[src/rtl/bus_arbiter.sv]
// Time-slices the shared RAM/IO bus: phi2-low half serves at most one Pi request,
// phi2-high half always belongs to the 6502. All outputs are registered.
module bus_arbiter #(
  parameter int HALF_CLKS = 8
) (
  input  logic                             sys_clk,
  input  logic                             reset_n,
  input  logic                             pi_pending,
  input  logic                             pi_rw_b,
  output logic                             pi_done,
  output logic                             pi_grant,
  output logic                             pi_data_strobe,
  input  logic                             cpu_rw_b,
  output logic                             phi2,
  output logic                             cpu_be,
  output logic                             ram_oe_n,
  output logic                             ram_we_n,
  output logic [$clog2(2*HALF_CLKS)-1:0]   cycle_pos
);

  localparam int CW = $clog2(2*HALF_CLKS);
  localparam logic [CW-1:0] LAST = CW'(2*HALF_CLKS-1);
  localparam logic [CW-1:0] HALF = CW'(HALF_CLKS);

  typedef enum logic [1:0] {PI_IDLE, PI_BUSY, PI_ACK} pi_state_e;

  pi_state_e       state_q, state_d;
  logic [CW-1:0]   cnt_q, cnt_d, p;
  logic            pi_rw_q, pi_rw_d, cpu_rw_q, cpu_rw_d;
  logic            done_q, done_d, grant_q, grant_d, strobe_q, strobe_d;
  logic            phi2_q, phi2_d, oe_n_q, oe_n_d, we_n_q, we_n_d;
  logic            in_pi, accept, busy_now, rd_win, wr_win, cpu_rd, cpu_wr, pi_rd, pi_wr;

  always_comb begin
    in_pi    = cnt_q < HALF;
    p        = in_pi ? cnt_q : cnt_q - HALF;
    rd_win   = (p >= CW'(1)) && (p <= CW'(HALF_CLKS-2));
    wr_win   = (p >= CW'(2)) && (p <= CW'(HALF_CLKS-3));
    accept   = (cnt_q == '0) && (state_q == PI_IDLE) && pi_pending && !done_q;
    busy_now = accept || (state_q == PI_BUSY);

    cnt_d    = (cnt_q == LAST) ? '0 : cnt_q + CW'(1);
    state_d  = state_q;
    pi_rw_d  = pi_rw_q;
    cpu_rw_d = cpu_rw_q;
    done_d   = done_q;

    case (state_q)
      PI_IDLE: if (accept) begin
        state_d = PI_BUSY;
        pi_rw_d = pi_rw_b;
      end
      PI_BUSY: if (cnt_q == CW'(HALF_CLKS-2)) begin
        state_d = PI_ACK;
        done_d  = 1'b1;
      end
      PI_ACK: if (!pi_pending) begin
        state_d = PI_IDLE;
        done_d  = 1'b0;
      end
      default: state_d = PI_IDLE;
    endcase

    if (cnt_q == HALF) cpu_rw_d = cpu_rw_b;

    // Grant is held from slot start to slot end even after the FSM moves to PI_ACK.
    grant_d  = in_pi && (busy_now || grant_q);
    phi2_d   = !in_pi;
    cpu_rd   = !in_pi && cpu_rw_q && rd_win;
    cpu_wr   = !in_pi && !cpu_rw_q && wr_win;
    pi_rd    = in_pi && (state_q == PI_BUSY) && pi_rw_q && rd_win;
    pi_wr    = in_pi && (state_q == PI_BUSY) && !pi_rw_q && wr_win;
    oe_n_d   = !(cpu_rd || pi_rd);
    we_n_d   = !(cpu_wr || pi_wr);
    strobe_d = in_pi && (state_q == PI_BUSY) && pi_rw_q && (p == CW'(HALF_CLKS-3));
  end

  always_ff @(posedge sys_clk or negedge reset_n) begin
    if (!reset_n) begin
      cnt_q    <= '0;
      state_q  <= PI_IDLE;
      pi_rw_q  <= 1'b1;
      cpu_rw_q <= 1'b1;
      done_q   <= 1'b0;
      grant_q  <= 1'b0;
      strobe_q <= 1'b0;
      phi2_q   <= 1'b0;
      oe_n_q   <= 1'b1;
      we_n_q   <= 1'b1;
    end else begin
      cnt_q    <= cnt_d;
      state_q  <= state_d;
      pi_rw_q  <= pi_rw_d;
      cpu_rw_q <= cpu_rw_d;
      done_q   <= done_d;
      grant_q  <= grant_d;
      strobe_q <= strobe_d;
      phi2_q   <= phi2_d;
      oe_n_q   <= oe_n_d;
      we_n_q   <= we_n_d;
    end
  end

  assign pi_done        = done_q;
  assign pi_grant       = grant_q;
  assign pi_data_strobe = strobe_q;
  assign phi2           = phi2_q;
  assign cpu_be         = phi2_q;
  assign ram_oe_n       = oe_n_q;
  assign ram_we_n       = we_n_q;
  assign cycle_pos      = cnt_q;

endmodule

[config.mk]
export PLATFORM = sky130hd
export DESIGN_NAME = bus_arbiter
export DESIGN_NICKNAME = d
export VERILOG_FILES = /design/src/rtl/bus_arbiter.sv
export SDC_FILE = /design/constraint.sdc
export NUM_CORES = 1
export LEC_CHECK = 0
export ABC_AREA = 1
export CELL_PAD_IN_SITES_DETAIL_PLACEMENT = 0
export CELL_PAD_IN_SITES_GLOBAL_PLACEMENT = 1
export CORE_AREA = 2 2 47 49
export CTS_CLUSTER_DIAMETER = 50
export DETAILED_ROUTE_END_ITERATION = 6
export DIE_AREA = 0 0 49 51
export GPL_ROUTABILITY_DRIVEN = 0
export MAX_ROUTING_LAYER = met4
export PLACE_DENSITY = 0.75
export SLEW_MARGIN = 15
export SYNTH_ARGS = -nofsm -noshare
export SYNTH_HDL_FRONTEND = slang
export SYNTH_SLANG_ARGS = --single-unit
[constraint.sdc]
create_clock -name sys_clk -period 2.3 [get_ports sys_clk]
set_clock_uncertainty 0.2 [all_clocks]
set_input_delay 0.46 -clock sys_clk [delete_from_list [all_inputs] [get_ports sys_clk]]
set_output_delay 0.46 -clock sys_clk [all_outputs]
set_load 0.03 [all_outputs]
Figure 1. Wire density map (run 1).
The bar under the picture is 10 microns long. The die is cut into 10 by 10 equal tiles; dark blue is low, red is high, scaled to the fullest tile. Values are wire area over tile area, all layers added.
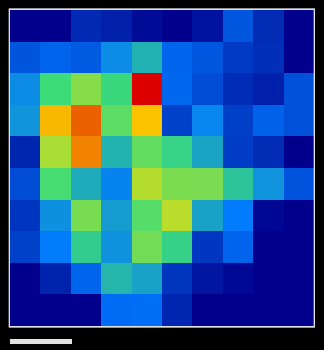
mean over tiles	0.079
tiles over half the peak	17%
fullest tile	0.31
nearly empty tiles	21%
emptiest ninth of the die	lower right
count of vias placed by the detailed router: 542
Overall Global Routing Usage: 12.4%

Figure 2. I/O pins on the die edge (run 1).
The bar under the picture is 10 microns long. Pins as bars across the die edge, other pins in grey.
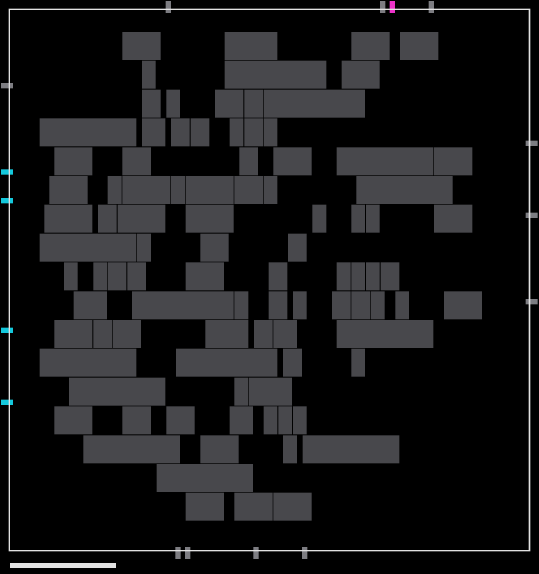
port	colour	pins	direction	edge
`cycle_pos`	cyan	4	output	left
`ram_oe_n`	magenta	1	output	top
all pins by edge	5 left, 4 bottom, 4 top, 3 right
number of port buffers: 15
horizontal die dimension: 49 microns

Figure 3. Clock wiring as the flow saved it (run 1).
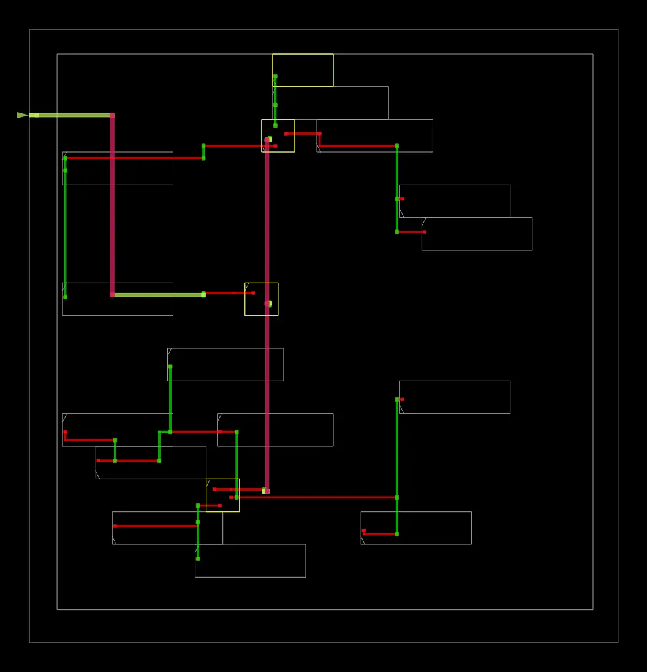
Clock Latency Late Sink: 0.28 ns
flop count: 14
tally of clock buffers in the finished layout: 4
Clock net power: 0.178 mW
Sink Count: 14

==> report_table.html, run 1 <==
<h3>Flow metrics</h3>
<table>
<tr><th>Metric</th><th>Value</th></tr>
<tr><th colspan="2">Status</th></tr>
<tr><td>Run status</td><td>finished, final reports clean</td></tr>
<tr><th colspan="2">GRT</th></tr>
<tr><td>Largest net degree at the start of global routing</td><td>15</td></tr>
<tr><td>Number of antenna violations at the first check in global routing</td><td>0</td></tr>
<tr><td>Vias in the first global route</td><td>approximately 500</td></tr>
<tr><td>Global-route congestion overflow total</td><td>0</td></tr>
<tr><td>Wire length of the first global-routing pass</td><td>approximately 2200 microns</td></tr>
<tr><th colspan="2">Yosys</th></tr>
<tr><td>Area of the mapped netlist</td><td>728 sq um</td></tr>
<tr><td>Number of distinct standard cells referenced by the synthesized netlist</td><td>20</td></tr>
<tr><td>Mux area share</td><td>0%</td></tr>
<tr><td>Mean Syn Cell Area</td><td>around 9.5 sq um</td></tr>
<tr><td>Compound-cell area share of the yosys netlist</td><td>under 10%</td></tr>
<tr><td>Register area share after synthesis</td><td>48.8%</td></tr>
<tr><td>Most used standard cell by instance count after synthesis</td><td>dfrtp_1</td></tr>
<tr><td>Async set or reset register ratio after synthesis</td><td>100%</td></tr>
<tr><td>Most instantiated cells after synthesis</td><td>10 x dfrtp_1, 9 x inv_1, 9 x nand2_1, 9 x nand3_1, 7 x o21ai_1</td></tr>
<tr><td>Number of nets at floorplan</td><td>87</td></tr>
<tr><td>Seq cells post-synth</td><td>14</td></tr>
<tr><td>Cell type contributing the most total cell area after synthesis</td><td>dfrtp_1</td></tr>
<tr><td>Yosys Chip Area</td><td>728 sq um</td></tr>
<tr><td>Main logic family after synthesis</td><td>simple AND/OR/NAND/NOR gates</td></tr>
<tr><td>Main synth FF type</td><td>dfrtp_1</td></tr>
<tr><td>Top cells by area</td><td>dfrtp_1 34%, dfstp_2 14%, ha_1 8.6%</td></tr>
<tr><td>Synthesized netlist cell count</td><td>a little under 80</td></tr>
<tr><td>Area leader share</td><td>34.4%</td></tr>
<tr><td>Synth Area in Simple Gates</td><td>25.1%</td></tr>
<tr><td>Xor+xnor area frac</td><td>around 1.2%</td></tr>
<tr><td>Yosys stat cell total</td><td>about 77</td></tr>
<tr><td>Count of library flops with an enable pin</td><td>0</td></tr>
<tr><td>Share of synthesized cell area in full adder, half adder and majority cells</td><td>under 10%</td></tr>
<tr><td>Total of warnings raised by yosys</td><td>0</td></tr>
<tr><th colspan="2">Worst setup path</th></tr>
<tr><td>Top cell family by delay on the critical path</td><td>buffers and inverters</td></tr>
<tr><td>Critical path buffers and inverters</td><td>1</td></tr>
<tr><td>Delay of the slowest critical-path stage</td><td>approximately 0.71 ns</td></tr>
<tr><td>Type of origin of the critical path</td><td>register</td></tr>
<tr><td>Arrival time at the worst endpoint</td><td>between 1 and 1.5 ns</td></tr>
<tr><td>Number of logic stages on the critical path including buffering</td><td>1</td></tr>
<tr><td>Slowest cell on crit path</td><td>clkdlybuf4s50_1</td></tr>
<tr><td>Worst reg2reg startpoint</td><td>cycle_pos[1]</td></tr>
<tr><td>Required time of the critical path</td><td>about 1.6 ns</td></tr>
<tr><td>Crit path capture</td><td>cycle_pos[1]</td></tr>
<tr><td>Crit Path Category</td><td>reg -&gt; out</td></tr>
<tr><td>Largest fanout of any net on the critical path</td><td>7</td></tr>
<tr><td>Crit path capture type</td><td>output pin</td></tr>
<tr><td>Cell breakdown of the critical path</td><td>clkdlybuf4s50_1</td></tr>
<tr><td>FF-to-FF setup slack</td><td>~0.84 ns</td></tr>
<tr><td>Cells on worst reg2reg path</td><td>6</td></tr>
<tr><td>Reg2Reg Capture Point</td><td>pi_grant</td></tr>
<tr><td>Worst Setup SP</td><td>cycle_pos[1]</td></tr>
<tr><th colspan="2">Cells and area</th></tr>
<tr><td># diodes</td><td>0</td></tr>
<tr><td>Share of final-layout standard cells stronger than drive strength 1</td><td>about a fifth</td></tr>
<tr><td># fillers</td><td>~220</td></tr>
<tr><td>Non-filler instance count after layout</td><td>around 120</td></tr>
<tr><td>Net count reported at finish</td><td>105</td></tr>
<tr><td>Gate Area</td><td>roughly 290 sq um</td></tr>
<tr><td>P&amp;R area growth vs syn</td><td>27.3%</td></tr>
<tr><td>Area taken by flip-flops and latches</td><td>~360 sq um</td></tr>
<tr><th colspan="2">Job</th></tr>
<tr><td>Max cap viols</td><td>0</td></tr>
<tr><td>Total number of warnings across the stage logs</td><td>30</td></tr>
<tr><th colspan="2">Drt</th></tr>
<tr><td>Number of detailed-route iterations in the first pass</td><td>4</td></tr>
<tr><td>Routed wire length</td><td>1240 microns</td></tr>
<tr><td>Starting DRC count in detailed routing</td><td>11</td></tr>
<tr><td>Final routed DRC violation total</td><td>0</td></tr>
<tr><td>Number of routed nets with antenna violations</td><td>0</td></tr>
<tr><td>Per-cell routed wire length</td><td>approximately 10 microns</td></tr>
<tr><td>Detail-routed via count per cell</td><td>between 4 and 5</td></tr>
<tr><th colspan="2">Clock network</th></tr>
<tr><td>Resized Gates After CTS</td><td>0</td></tr>
<tr><td>Clock buffers created by TritonCTS</td><td>3</td></tr>
<tr><td>Post-CTS setup repair buffer count</td><td>0</td></tr>
<tr><td>CTS Root Buffer Type</td><td>clkbuf_4</td></tr>
<tr><td>Clock tree from TritonCTS</td><td>built</td></tr>
<tr><td>Post-cts hold-fix buffer tally</td><td>0</td></tr>
<tr><td>Max H-tree Level</td><td>1</td></tr>
<tr><td>Number of buffers between clock root and the deepest sink</td><td>2</td></tr>
<tr><td>Clock-pin slew on the worst setup and hold paths</td><td>0.09 ns</td></tr>
<tr><th colspan="2">Timing</th></tr>
<tr><td>Max Transition Viols Final</td><td>0</td></tr>
<tr><td>Normalized max-slew margin</td><td>58.4%</td></tr>
<tr><td>Final-report setup violation count</td><td>0</td></tr>
<tr><td>RSZ-0062 raised after global routing</td><td>false</td></tr>
<tr><td>Setup TNS</td><td>0 ns</td></tr>
<tr><td>Final hold violation count</td><td>0</td></tr>
<tr><td>Highest Clock Rate</td><td>around 0.47 GHz</td></tr>
<tr><td>Fin crit period</td><td>~2.1 ns</td></tr>
<tr><td>Tcrit/Tclk final</td><td>approximately 92%</td></tr>
<tr><td>Slew at the pin closest to its max-slew limit</td><td>between 0.6 and 0.7 ns</td></tr>
<tr><th colspan="2">Placed design</th></tr>
<tr><td>Inst Count DP</td><td>around 120</td></tr>
<tr><td>Detailed placement HPWL</td><td>960 microns</td></tr>
<tr><th colspan="2">Floorplan</th></tr>
<tr><td>Die outline area</td><td>0.00250 sq mm</td></tr>
<tr><td>Core Region</td><td>0.00206 sq mm</td></tr>
<tr><td>I/O pin cnt</td><td>16</td></tr>
<tr><td>Share of the core filled by cells before placement</td><td>a little over a third</td></tr>
<tr><td>Std-Cell Rows</td><td>17</td></tr>
<tr><th colspan="2">Power and ir drop</th></tr>
<tr><td>Maximum vdd drop</td><td>0.000306 V</td></tr>
<tr><td>Pwr Density</td><td>roughly 540 mW/mm^2</td></tr>
<tr><td>Total chip power</td><td>approximately 0.50 mW</td></tr>
<tr><td>Leakage power figure</td><td>~0.43 nW</td></tr>
<tr><th colspan="2">Min path</th></tr>
<tr><td>Class of the most critical hold timing path</td><td>reg -&gt; reg</td></tr>
</table>
-- run 1: placed cells by master (no fill, tap or decap) --
| cell type | count |
|---|---|
| dfstp_2 | 4 |
| nand3b_1 | 2 |
| o21ai_1 | 7 |
| dfrtp_1 | 10 |
| clkdlybuf4s50_1 | 15 |
| nand3_2 | 1 |
| nand2_1 | 9 |
| xor2_1 | 1 |
| clkbuf_8 | 1 |
| nor2_4 | 2 |
| inv_2 | 2 |
| nor3_1 | 1 |
| ha_1 | 5 |
| nor2_1 | 6 |
| nor3_2 | 1 |
| a21oi_1 | 1 |
| nand2_2 | 1 |
| inv_1 | 9 |
| nor2_2 | 2 |
| nand3_1 | 9 |
| buf_4 | 2 |
| clkbuf_4 | 3 |
-- run 1: worst min-delay path by stage --
stage	end	start	cells after the start
after floorplan	cpu_be	reset_n	0
after global placement	cpu_rw_q	cpu_rw_q	2
after detailed placement	pi_rw_q	pi_rw_q	2
after CTS	pi_rw_q	pi_rw_q	2
after global routing	pi_rw_q	pi_rw_q	2
final	pi_rw_q	pi_rw_q	2
-- run 1: power by group --
part | internal, mW | switching (mW)
Sequential | 0.258 | 0.00676
Combinational | 0.0224 | 0.0324
Clock | 0.0964 | 0.0814
-- run 1: sequential cells by signal, summed over array words and instances (netlist names) --
signal / flops
state_q: 2
pi_rw_q: 1
ram_we_n: 1
pi_data_strobe: 1
ram_oe_n: 1
pi_done: 1
cpu_rw_q: 1
cycle_pos: 4
pi_grant: 1
cpu_be: 1
-- run 1: metrics by stage --
| stage | util, % | hold slack [ns] | setup slack, ns | instance area (sq um) |
|---|---|---|---|---|
| 6_report | 44.9 | 0.301 | 0.180 | 927 |
| 5_1_grt | 44.9 | 0.317 | 0.122 | 927 |
| 4_1_cts | 44.9 | 0.308 | 0.169 | 927 |
| 3_5_place_dp | 43.2 | 0.297 | 0.491 | 891 |
| 3_3_place_gp | 43.2 | 0.269 | 0.493 | 891 |
| 2_1_floorplan | - | -0.0356 | 0.730 | 728 |
-- run 1: cells by family after synthesis --
family | after synthesis
AOI/OAI and AO/OA | 8
xor gates and xnor gates | 1
adders and majority gates | 5
buffers and inverters | 15
DFF | 14
and+or+nand+nor | 34
-- run 1: area by class of cell --
class | instances | share of cell area, %
inverters | 11 | 4.45
clock buffers | 4 | 3.91
multi-input cells | 48 | 31.7
repair buffers | 17 | 17.8
flip-flops and latches | 14 | 38.3
well taps | 28 | 3.78
-- run 1: per-layer routing --
layer | GRT usage [%] | routed length [microns]
met5 | - | 0
met3 | 2.05 | 34
met2 | 18.9 | 570
met1 | 14.4 | 594
met4 | 10.0 | 44
Figure 4. M1 wires (run 1).
The bar under the picture is 10 microns long.
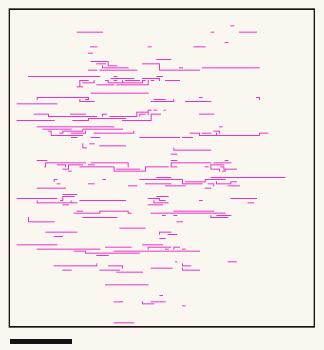

## Run 2: what changed since run 1
==> constraint.sdc (replaced) <==
create_clock -name sys_clk -period 2.3 [get_ports sys_clk]
set_clock_uncertainty 0.2 [all_clocks]
set_input_delay 0.575 -clock sys_clk [delete_from_list [all_inputs] [get_ports sys_clk]]
set_output_delay 0.575 -clock sys_clk [all_outputs]
set_load 0.03 [all_outputs]
Figure 5. M1 wires (run 2).
The bar under the picture is 10 microns long.
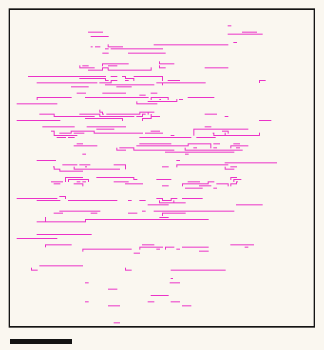
main direction	horizontal
share of all routed wire	50%
nets with wire on the layer	95
longest straight run	19.8 microns
wire length on this layer	634 microns
GR met1 Demand/Resource: 15.1%
count of vias placed by the detailed router: 539
routed wire length: 1260 microns

==> run 2 against run 1 <==
Compared with the run above:
- via count down 0.55%
- combinational power about the same
- global-route usage grew 0.38 points
- maximum frequency is 5.0% lower
- critical path type unchanged
- critical endpoint is now ram_we_n
- largest cell class unchanged
==> report_table.html, run 2 <==
<h3>Flow metrics</h3>
<table>
<tr><th>Metric</th><th>Value</th></tr>
<tr><th colspan="2">Worst setup path</th></tr>
<tr><td>Worst Setup SP</td><td>ram_we_n</td></tr>
<tr><td>Worst reg2reg startpoint</td><td>cycle_pos[1]</td></tr>
<tr><td>Crit path capture type</td><td>output pin</td></tr>
<tr><td>Crit Path Category</td><td>reg -&gt; out</td></tr>
<tr><td>Top cell family by delay on the critical path</td><td>buffers and inverters</td></tr>
<tr><td>Arrival time at the worst endpoint</td><td>1.46 ns (about the same)</td></tr>
<tr><td>Required time of the critical path</td><td>1.52 ns (-0.12 ns)</td></tr>
<tr><td>Cell breakdown of the critical path</td><td>clkdlybuf4s50_1</td></tr>
<tr><td>Delay of the slowest critical-path stage</td><td>0.65 ns (-0.06 ns)</td></tr>
<tr><td>Slowest cell on crit path</td><td>clkdlybuf4s50_1</td></tr>
<tr><td>Largest fanout of any net on the critical path</td><td>1 (-6)</td></tr>
<tr><td>Type of origin of the critical path</td><td>register</td></tr>
<tr><td>Critical path buffers and inverters</td><td>1 (unchanged)</td></tr>
<tr><th colspan="2">Placed design</th></tr>
<tr><td>Detailed placement HPWL</td><td>951 microns (-0.99%)</td></tr>
<tr><td>Number of port buffers</td><td>15 (unchanged)</td></tr>
<tr><th colspan="2">Drt</th></tr>
<tr><td>Detail-routed via count per cell</td><td>4.42 (-0.55%)</td></tr>
<tr><td>Number of routed nets with antenna violations</td><td>0 (unchanged)</td></tr>
<tr><td>Starting DRC count in detailed routing</td><td>3 (-8)</td></tr>
<tr><td>Number of detailed-route iterations in the first pass</td><td>3 (-1)</td></tr>
<tr><td>Per-cell routed wire length</td><td>10.3 microns (+1.4%)</td></tr>
<tr><td>Final routed DRC violation total</td><td>0 (unchanged)</td></tr>
<tr><th colspan="2">Timing</th></tr>
<tr><td>Tcrit/Tclk final</td><td>97.0% (+4.8 points)</td></tr>
<tr><td>RSZ-0062 raised after global routing</td><td>false</td></tr>
<tr><td>Final hold violation count</td><td>0 (unchanged)</td></tr>
<tr><td>Setup TNS</td><td>0 ns (unchanged)</td></tr>
<tr><td>Slew at the pin closest to its max-slew limit</td><td>0.632 ns (+0.0103 ns)</td></tr>
<tr><td>Smallest hold slack</td><td>0.286 ns (-0.0150 ns)</td></tr>
<tr><td>Highest Clock Rate</td><td>0.448 GHz (-5.0%)</td></tr>
<tr><td>Final-report setup violation count</td><td>0 (unchanged)</td></tr>
<tr><td>Fin crit period</td><td>2.23 ns (+0.112 ns)</td></tr>
<tr><td>Max Transition Viols Final</td><td>0 (unchanged)</td></tr>
<tr><td>Normalized max-slew margin</td><td>57.8% (-0.69 points)</td></tr>
<tr><th colspan="2">Yosys</th></tr>
<tr><td>Synth Area in Simple Gates</td><td>25.1% (unchanged)</td></tr>
<tr><td>Compound-cell area share of the yosys netlist</td><td>5.50% (unchanged)</td></tr>
<tr><td>Yosys stat cell total</td><td>77 (unchanged)</td></tr>
<tr><td>Count of library flops with an enable pin</td><td>0 (unchanged)</td></tr>
<tr><td>Synthesized netlist cell count</td><td>77 (unchanged)</td></tr>
<tr><td>Register area share after synthesis</td><td>48.8% (unchanged)</td></tr>
<tr><td>Most instantiated cells after synthesis</td><td>10 x dfrtp_1, 9 x inv_1, 9 x nand2_1, 9 x nand3_1, 7 x o21ai_1</td></tr>
<tr><td>Main logic family after synthesis</td><td>simple AND/OR/NAND/NOR gates</td></tr>
<tr><td>Mux area share</td><td>0% (unchanged)</td></tr>
<tr><td>Most used standard cell by instance count after synthesis</td><td>dfrtp_1</td></tr>
<tr><td>Yosys Chip Area</td><td>728 sq um (unchanged)</td></tr>
<tr><td>Main synth FF type</td><td>dfrtp_1</td></tr>
<tr><td>Top cells by area</td><td>dfrtp_1 34%, dfstp_2 14%, ha_1 8.6%</td></tr>
<tr><td>Seq cells post-synth</td><td>14 (unchanged)</td></tr>
<tr><td>Number of nets at floorplan</td><td>87 (unchanged)</td></tr>
<tr><td>Async set or reset register ratio after synthesis</td><td>100% (unchanged)</td></tr>
<tr><td>Cell type contributing the most total cell area after synthesis</td><td>dfrtp_1</td></tr>
<tr><td>Area of the mapped netlist</td><td>728 sq um (unchanged)</td></tr>
<tr><td>Mean Syn Cell Area</td><td>9.46 sq um (unchanged)</td></tr>
<tr><td>Total of warnings raised by yosys</td><td>0 (unchanged)</td></tr>
<tr><td>Xor+xnor area frac</td><td>1.20% (unchanged)</td></tr>
<tr><td>Area leader share</td><td>34.4% (unchanged)</td></tr>
<tr><td>Number of distinct standard cells referenced by the synthesized netlist</td><td>20 (unchanged)</td></tr>
<tr><td>Share of synthesized cell area in full adder, half adder and majority cells</td><td>8.59% (unchanged)</td></tr>
<tr><th colspan="2">Clock network</th></tr>
<tr><td>Clock Latency Late Sink</td><td>0.27 ns (about the same)</td></tr>
<tr><td>Post-CTS setup repair buffer count</td><td>0 (unchanged)</td></tr>
<tr><td>Sink Count</td><td>14 (unchanged)</td></tr>
<tr><td>Max H-tree Level</td><td>1 (unchanged)</td></tr>
<tr><td>Clock-pin slew on the worst setup and hold paths</td><td>0.08 ns (about the same)</td></tr>
<tr><td>Clock tree from TritonCTS</td><td>built</td></tr>
<tr><td>Post-cts hold-fix buffer tally</td><td>0 (unchanged)</td></tr>
<tr><td>CTS Root Buffer Type</td><td>clkbuf_4</td></tr>
<tr><td>Clock buffers created by TritonCTS</td><td>3 (unchanged)</td></tr>
<tr><td>Number of buffers between clock root and the deepest sink</td><td>2 (unchanged)</td></tr>
<tr><td>Resized Gates After CTS</td><td>0 (unchanged)</td></tr>
<tr><th colspan="2">Min path</th></tr>
<tr><td>Class of the most critical hold timing path</td><td>reg -&gt; reg</td></tr>
<tr><td>Beginning of the worst hold path</td><td>cpu_rw_q</td></tr>
<tr><th colspan="2">Cells and area</th></tr>
<tr><td>Share of final-layout standard cells stronger than drive strength 1</td><td>19.1% (-1.1 points)</td></tr>
<tr><td>Net count reported at finish</td><td>105 (unchanged)</td></tr>
<tr><td>Dominant logic cell types in the final layout</td><td>15 x clkdlybuf4s50_1, 10 x dfrtp_1, 9 x inv_1, 9 x nand3_1, 9 x nand2_1</td></tr>
<tr><td>Top logic cell by instance count in the layout</td><td>clkdlybuf4s50_1</td></tr>
<tr><td># diodes</td><td>0 (unchanged)</td></tr>
<tr><td>Max FFs per register</td><td>4 (unchanged)</td></tr>
<tr><td>Core occupancy in the finished layout</td><td>44.5% (-0.49 points)</td></tr>
<tr><td>P&amp;R area growth vs syn</td><td>25.9%</td></tr>
<tr><th colspan="2">GRT</th></tr>
<tr><td>Global-route congestion overflow total</td><td>0 (unchanged)</td></tr>
<tr><td>Wire length of the first global-routing pass</td><td>2270 microns (+4.1%)</td></tr>
<tr><td>Number of antenna violations at the first check in global routing</td><td>0 (unchanged)</td></tr>
<tr><td>Largest net degree at the start of global routing</td><td>15 (unchanged)</td></tr>
<tr><td>Vias in the first global route</td><td>543 (+5.8%)</td></tr>
<tr><td>Overall Global Routing Usage</td><td>12.7% (+0.38 points)</td></tr>
<tr><th colspan="2">Floorplan</th></tr>
<tr><td>Die outline area</td><td>0.00250 sq mm (unchanged)</td></tr>
<tr><td>Core Region</td><td>0.00206 sq mm (unchanged)</td></tr>
<tr><td>I/O pin cnt</td><td>16 (unchanged)</td></tr>
<tr><td>Share of the core filled by cells before placement</td><td>35.3% (unchanged)</td></tr>
<tr><td>Die y size</td><td>roughly 50 microns</td></tr>
<tr><td>Horizontal die dimension</td><td>49 microns (unchanged)</td></tr>
<tr><td>Std-Cell Rows</td><td>17 (unchanged)</td></tr>
<tr><th colspan="2">Job</th></tr>
<tr><td>Max cap viols</td><td>0 (unchanged)</td></tr>
<tr><td>Total number of warnings across the stage logs</td><td>30 (unchanged)</td></tr>
<tr><th colspan="2">Power and ir drop</th></tr>
<tr><td>Pwr Density</td><td>508 mW/mm^2 (-5.4%)</td></tr>
<tr><td>Leakage power figure</td><td>0.425 nW (-1.4%)</td></tr>
<tr><td>Maximum vdd drop</td><td>0.000261 V (-15%)</td></tr>
<tr><th colspan="2">Status</th></tr>
<tr><td>Run status</td><td>finished, final reports clean</td></tr>
</table>
run 2: cell counts after synthesis:
No cell type changed its count.
run 2: area by class of cell:
cell class	instances	area, sq um
inverters	11	41.3
well taps	28	35.0
multi-input cells	48	294
clock buffers	4	26.3
fillers	219	1150
repair buffers	17	165
flip-flops and latches	14	355
run 2: cell families after synthesis:
| group | Yosys count |
|---|---|
| compound gates | 8 |
| xor+xnor | 1 |
| fa+ha+maj | 5 |
| buf+inv | 15 |
| flops | 14 |
| simple gates | 34 |
run 2: power breakdown:
| group | switching (mW) | internal (mW) |
|---|---|---|
| Clock | 0.0786 | 0.0672 |
| Sequential | 0.00657 | 0.258 |
| Combinational | 0.0325 | 0.0224 |
run 2: routing by layer:
metal	up-vias	routed length (microns)	track usage, %
li1	277	-	-
met1	248	633	15.1
met2	10	558	19.4
met3	4	38	2.92
met4	0	30	8.57
met5	-	0	-
run 2: worst paths after layout:
check / to / slack (ns) / cells after the start
min reg2reg: cpu_rw_q / 0.29 / 2
max in group asynchronous: cycle_pos[1] / 1.01 / 1
max reg2reg: pi_grant / 0.84 / 6
max: ram_we_n / 0.07 / 1
min in group asynchronous: state_q[1] / 0.49 / 1
min: cpu_rw_q / 0.29 / 2
run 2: metrics by stage:
stage	total power, mW	area [sq um]	worst slack (ns)	instances
final	0.465	917	0.0681	122
after CTS	0.474	917	0.0522	122
after detailed placement	0.326	891	0.365	118
after floorplan	0.299	728	0.730	77
after global routing	0.488	917	0.0171	122
after global placement	0.325	891	0.379	118
## Run 3: what changed since run 2
--- a/config.mk
+++ b/config.mk
@@ -14,7 +14,7 @@
 export DIE_AREA = 0 0 49 51
 export GPL_ROUTABILITY_DRIVEN = 0
 export MAX_ROUTING_LAYER = met4
-export PLACE_DENSITY = 0.75
+export PLACE_DENSITY_LB_ADDON = 0.08
 export SLEW_MARGIN = 15
 export SYNTH_ARGS = -nofsm -noshare
 export SYNTH_HDL_FRONTEND = slang
==> run 3 against run 2 <==
Compared with the run above:
- maximum frequency grew 0.46%
- flip-flop count is the same
- area after synthesis stayed put
- clock power is essentially flat
- final cell count increased by 0.82%
- critical path depth did not move
- via count decreased by 4.5%
- clock-buffer cell count unchanged
- global-route usage up 0.050 points
- hold slack improved by 0.0065 ns
- combinational power is 2% higher
- design area up 1.1%
- critical endpoint is now ram_oe_n
==> report_table.html, run 3 <==
<h3>Flow metrics</h3>
<table>
<tr><th>Metric</th><th>Value</th></tr>
<tr><th colspan="2">Min path</th></tr>
<tr><td>Beginning of the worst hold path</td><td>cpu_rw_q</td></tr>
<tr><td>Endpoint with the worst hold slack</td><td>cpu_rw_q</td></tr>
<tr><td>Worst hold stages</td><td>2 (unchanged)</td></tr>
<tr><td>Class of the most critical hold timing path</td><td>reg -&gt; reg</td></tr>
<tr><th colspan="2">Timing</th></tr>
<tr><td>Slew at the pin closest to its max-slew limit</td><td>0.318 ns (-0.314 ns)</td></tr>
<tr><td>Final hold violation count</td><td>0 (unchanged)</td></tr>
<tr><td>Highest Clock Rate</td><td>0.450 GHz (+0.46%)</td></tr>
<tr><td>Max Transition Viols Final</td><td>0 (unchanged)</td></tr>
<tr><td>Tcrit/Tclk final</td><td>96.6% (-0.44 points)</td></tr>
<tr><td>Fin crit period</td><td>2.22 ns (-0.0102 ns)</td></tr>
<tr><td>Setup TNS</td><td>0 ns (unchanged)</td></tr>
<tr><td>Normalized max-slew margin</td><td>78.8% (+21 points)</td></tr>
<tr><td>Final-report setup violation count</td><td>0 (unchanged)</td></tr>
<tr><td>RSZ-0062 raised after global routing</td><td>false</td></tr>
<tr><th colspan="2">Worst setup path</th></tr>
<tr><td>Top cell family by delay on the critical path</td><td>buffers and inverters</td></tr>
<tr><td>Crit path capture type</td><td>output pin</td></tr>
<tr><td>Reg2Reg Capture Point</td><td>pi_grant</td></tr>
<tr><td>Arrival time at the worst endpoint</td><td>1.45 ns (about the same)</td></tr>
<tr><td>Type of origin of the critical path</td><td>register</td></tr>
<tr><td>Worst reg2reg startpoint</td><td>cycle_pos[0]</td></tr>
<tr><td>Crit Path Category</td><td>reg -&gt; out</td></tr>
<tr><td>Slowest cell on crit path</td><td>clkdlybuf4s50_1</td></tr>
<tr><td>Critical path buffers and inverters</td><td>1 (unchanged)</td></tr>
<tr><td>Cells on worst reg2reg path</td><td>6 (unchanged)</td></tr>
<tr><td>Delay of the slowest critical-path stage</td><td>0.65 ns (about the same)</td></tr>
<tr><td>FF-to-FF setup slack</td><td>0.82 ns (-0.02 ns)</td></tr>
<tr><td>Cell breakdown of the critical path</td><td>clkdlybuf4s50_1</td></tr>
<tr><td>Largest fanout of any net on the critical path</td><td>1 (unchanged)</td></tr>
<tr><td>Required time of the critical path</td><td>1.52 ns (about the same)</td></tr>
<tr><th colspan="2">Yosys</th></tr>
<tr><td>Register area share after synthesis</td><td>48.8% (unchanged)</td></tr>
<tr><td>Area leader share</td><td>34.4% (unchanged)</td></tr>
<tr><td>Count of library flops with an enable pin</td><td>0 (unchanged)</td></tr>
<tr><td>Main synth FF type</td><td>dfrtp_1</td></tr>
<tr><td>Most used standard cell by instance count after synthesis</td><td>dfrtp_1</td></tr>
<tr><td>Seq cells post-synth</td><td>14 (unchanged)</td></tr>
<tr><td>Share of synthesized cell area in full adder, half adder and majority cells</td><td>8.59% (unchanged)</td></tr>
<tr><td>Number of distinct standard cells referenced by the synthesized netlist</td><td>20 (unchanged)</td></tr>
<tr><td>Number of nets at floorplan</td><td>87 (unchanged)</td></tr>
<tr><td>Xor+xnor area frac</td><td>1.20% (unchanged)</td></tr>
<tr><td>Total of warnings raised by yosys</td><td>0 (unchanged)</td></tr>
<tr><td>Mux area share</td><td>0% (unchanged)</td></tr>
<tr><td>Synth Area in Simple Gates</td><td>25.1% (unchanged)</td></tr>
<tr><td>Mean Syn Cell Area</td><td>9.46 sq um (unchanged)</td></tr>
<tr><td>Async set or reset register ratio after synthesis</td><td>100% (unchanged)</td></tr>
<tr><td>Most instantiated cells after synthesis</td><td>10 x dfrtp_1, 9 x inv_1, 9 x nand2_1, 9 x nand3_1, 7 x o21ai_1</td></tr>
<tr><td>Area of the mapped netlist</td><td>728 sq um (unchanged)</td></tr>
<tr><td>Main logic family after synthesis</td><td>simple AND/OR/NAND/NOR gates</td></tr>
<tr><td>Compound-cell area share of the yosys netlist</td><td>5.50% (unchanged)</td></tr>
<tr><td>Cell type contributing the most total cell area after synthesis</td><td>dfrtp_1</td></tr>
<tr><td>Yosys Chip Area</td><td>728 sq um (unchanged)</td></tr>
<tr><td>Yosys stat cell total</td><td>77 (unchanged)</td></tr>
<tr><td>Synthesized netlist cell count</td><td>77 (unchanged)</td></tr>
<tr><td>Top cells by area</td><td>dfrtp_1 34%, dfstp_2 14%, ha_1 8.6%</td></tr>
<tr><th colspan="2">Cells and area</th></tr>
<tr><td>Dominant logic cell types in the final layout</td><td>14 x clkdlybuf4s50_1, 10 x dfrtp_1, 9 x inv_1, 9 x nand3_1, 9 x nand2_1</td></tr>
<tr><td>Top logic cell by instance count in the layout</td><td>clkdlybuf4s50_1</td></tr>
<tr><td>Max FFs per register</td><td>4 (unchanged)</td></tr>
<tr><td>P&amp;R area growth vs syn</td><td>27.3%</td></tr>
<tr><td># fillers</td><td>223 (+1.8%)</td></tr>
<tr><td>Non-filler instance count after layout</td><td>123 (+0.82%)</td></tr>
<tr><td># diodes</td><td>0 (unchanged)</td></tr>
<tr><td>Net count reported at finish</td><td>106 (+0.95%)</td></tr>
<tr><td>Share of final-layout standard cells stronger than drive strength 1</td><td>20.0% (+0.85 points)</td></tr>
<tr><th colspan="2">GRT</th></tr>
<tr><td>Overall Global Routing Usage</td><td>12.8% (+0.050 points)</td></tr>
<tr><td>Vias in the first global route</td><td>476 (-12%)</td></tr>
<tr><td>Number of antenna violations at the first check in global routing</td><td>0 (unchanged)</td></tr>
<tr><td>Wire length of the first global-routing pass</td><td>2280 microns (+0.57%)</td></tr>
<tr><td>Largest net degree at the start of global routing</td><td>15 (unchanged)</td></tr>
<tr><td>Global-route congestion overflow total</td><td>0 (unchanged)</td></tr>
<tr><th colspan="2">Drt</th></tr>
<tr><td>Number of routed nets with antenna violations</td><td>0 (unchanged)</td></tr>
<tr><td>Count of vias placed by the detailed router</td><td>515 (-4.5%)</td></tr>
<tr><td>Number of detailed-route iterations in the first pass</td><td>4 (+1)</td></tr>
<tr><td>Per-cell routed wire length</td><td>10.4 microns (+1.0%)</td></tr>
<tr><td>Routed wire length</td><td>1280 microns (+1.8%)</td></tr>
<tr><td>Final routed DRC violation total</td><td>0 (unchanged)</td></tr>
<tr><td>Detail-routed via count per cell</td><td>4.19 (-5.2%)</td></tr>
<tr><td>Starting DRC count in detailed routing</td><td>7 (+4)</td></tr>
<tr><th colspan="2">Floorplan</th></tr>
<tr><td>Std-Cell Rows</td><td>17 (unchanged)</td></tr>
<tr><td>Die outline area</td><td>0.00250 sq mm (unchanged)</td></tr>
<tr><td>Horizontal die dimension</td><td>49 microns (unchanged)</td></tr>
<tr><td>Share of the core filled by cells before placement</td><td>35.3% (unchanged)</td></tr>
<tr><td>Core Region</td><td>0.00206 sq mm (unchanged)</td></tr>
<tr><td>I/O pin cnt</td><td>16 (unchanged)</td></tr>
<tr><td>Die y size</td><td>51 microns (unchanged)</td></tr>
<tr><th colspan="2">Clock network</th></tr>
<tr><td>Sink Count</td><td>14 (unchanged)</td></tr>
<tr><td>Post-CTS setup repair buffer count</td><td>0 (unchanged)</td></tr>
<tr><td>Clock-pin slew on the worst setup and hold paths</td><td>0.08 ns (about the same)</td></tr>
<tr><td>Post-cts hold-fix buffer tally</td><td>0 (unchanged)</td></tr>
<tr><td>CTS Root Buffer Type</td><td>clkbuf_4</td></tr>
<tr><td>Clock tree from TritonCTS</td><td>built</td></tr>
<tr><td>Number of buffers between clock root and the deepest sink</td><td>2 (unchanged)</td></tr>
<tr><td>Max H-tree Level</td><td>1 (unchanged)</td></tr>
<tr><th colspan="2">Power and ir drop</th></tr>
<tr><td>Maximum vdd drop</td><td>0.000260 V (-0.53%)</td></tr>
<tr><td>Seq pwr share</td><td>56.9% (about the same)</td></tr>
<tr><td>Switching power of the nets</td><td>0.117 mW (-0.80%)</td></tr>
<tr><td>Total internal power</td><td>0.349 mW (+0.32%)</td></tr>
<tr><td>Leakage power figure</td><td>0.448 nW (+5.5%)</td></tr>
<tr><td>Portion of total power attributed to the clock network</td><td>31.1% (-0.2 points)</td></tr>
<tr><td>Part of the total power dissipated in combinational logic</td><td>12.0% (+0.2 points)</td></tr>
<tr><td>Pwr Density</td><td>502 mW/mm^2 (-1.0%)</td></tr>
<tr><td>Sw Ratio</td><td>25.1% (-0.21 points)</td></tr>
<tr><th colspan="2">Status</th></tr>
<tr><td>Run status</td><td>finished, final reports clean</td></tr>
<tr><th colspan="2">Placed design</th></tr>
<tr><td>Inst Count DP</td><td>119 (+0.85%)</td></tr>
<tr><td>Number of port buffers</td><td>15 (unchanged)</td></tr>
<tr><td>Detailed placement HPWL</td><td>978 microns (+2.8%)</td></tr>
<tr><th colspan="2">Job</th></tr>
<tr><td>Total number of warnings across the stage logs</td><td>30 (unchanged)</td></tr>
<tr><td>Max cap viols</td><td>0 (unchanged)</td></tr>
</table>
-- run 3: cell count changes in the layout (fill, tap and decap cells not counted) --
| cell | change |
|---|---|
| dlymetal6s2s_1 | +1 |
| buf_4 | +1 |
| clkdlybuf4s50_1 | -1 |
-- run 3: logic make-up (layout without fill, tap and decap cells) --
logic type / Yosys count / after routing
AND/OR/NAND/NOR: 34 / 34
buffers and inverters: 15 / 33
flip-flops: 14 / 14
adder cells (fa/ha/maj): 5 / 5
AND-OR/OR-AND: 8 / 8
XOR/XNOR: 1 / 1
-- run 3: area by class of cell --
class	instances	area [sq um]	area share, %
flip-flops and latches	14	355	38.3
multi-input cells	48	294	31.7
repair buffers	18	175	18.9
inverters	11	41.3	4.45
well taps	28	35.0	3.78
clock buffers	4	26.3	2.83
-- run 3: power groups by stage --
stage | registers (mW) | logic, mW | clock network, mW
2_1_floorplan | 0.278 | 0.0215 | 0
3_3_place_gp | 0.270 | 0.0568 | 0
3_5_place_dp | 0.270 | 0.0566 | 0
4_1_cts | 0.265 | 0.0567 | 0.155
5_1_grt | 0.267 | 0.0639 | 0.163
6_report | 0.265 | 0.0558 | 0.145
-- run 3: worst max path at each step --
| stage | start | endpoint | slack (ns) | cells after the start |
|---|---|---|---|---|
| final | ram_oe_n | ram_oe_n | 0.08 | 1 |
| after CTS | cycle_pos[1] | cycle_pos[1] | 0.05 | 1 |
| after global placement | ram_we_n | ram_we_n | 0.38 | 1 |
| after global routing | ram_we_n | ram_we_n | 0.04 | 1 |
| after floorplan | cycle_pos[0] | pi_grant | 0.73 | 6 |
| after detailed placement | cycle_pos[1] | cycle_pos[1] | 0.37 | 1 |
-- run 3: layer usage --
layer | GRT usage (%) | part of all wire [%] | vias up
met5 | - | 0 | -
met4 | 7.14 | 1.2 | 0
met3 | 2.92 | 3.5 | 2
met2 | 19.6 | 44 | 9
met1 | 15.7 | 51 | 227
li1 | - | - | 277
-- run 3: timing repair --
item,CTS,global route
hold endpoints to repair,0,0
gates resized,0,1
setup endpoints to repair,0,1
-- run 3: metrics by stage --
stage | setup slack [ns] | instance area, sq um | power, mW | hold slack, ns | util [%]
CTS | 0.0458 | 925 | 0.477 | 0.292 | 44.8
global placement | 0.378 | 898 | 0.326 | 0.274 | 43.5
finish | 0.0783 | 927 | 0.466 | 0.292 | 44.9
detailed placement | 0.367 | 898 | 0.327 | 0.278 | 43.5
global route | 0.0388 | 927 | 0.493 | 0.314 | 44.9
floorplan | 0.730 | 728 | 0.299 | 0.0794 | -
Figure 6. Clock wiring as the flow saved it (run 3).
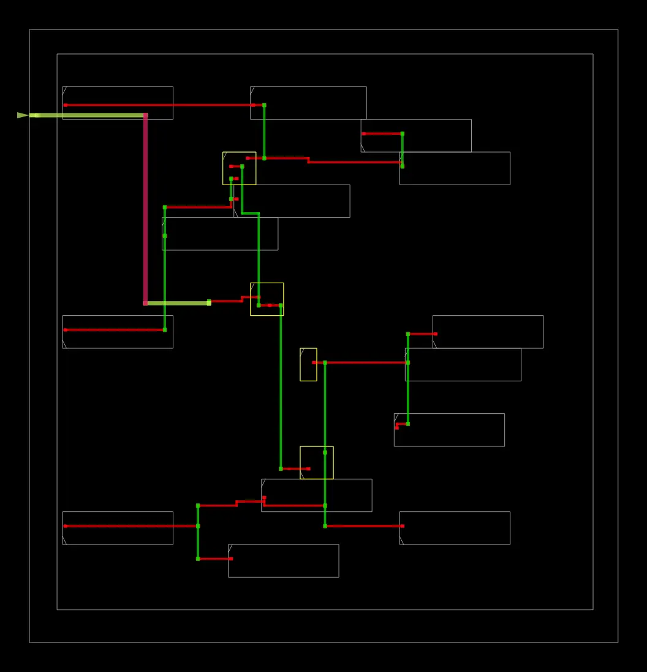
Clock net power: 0.145 mW
Clock Latency Late Sink: 0.27 ns
clock buffers created by TritonCTS: 3

Power figures rest on the tool's default switching activity, not on a simulated workload.
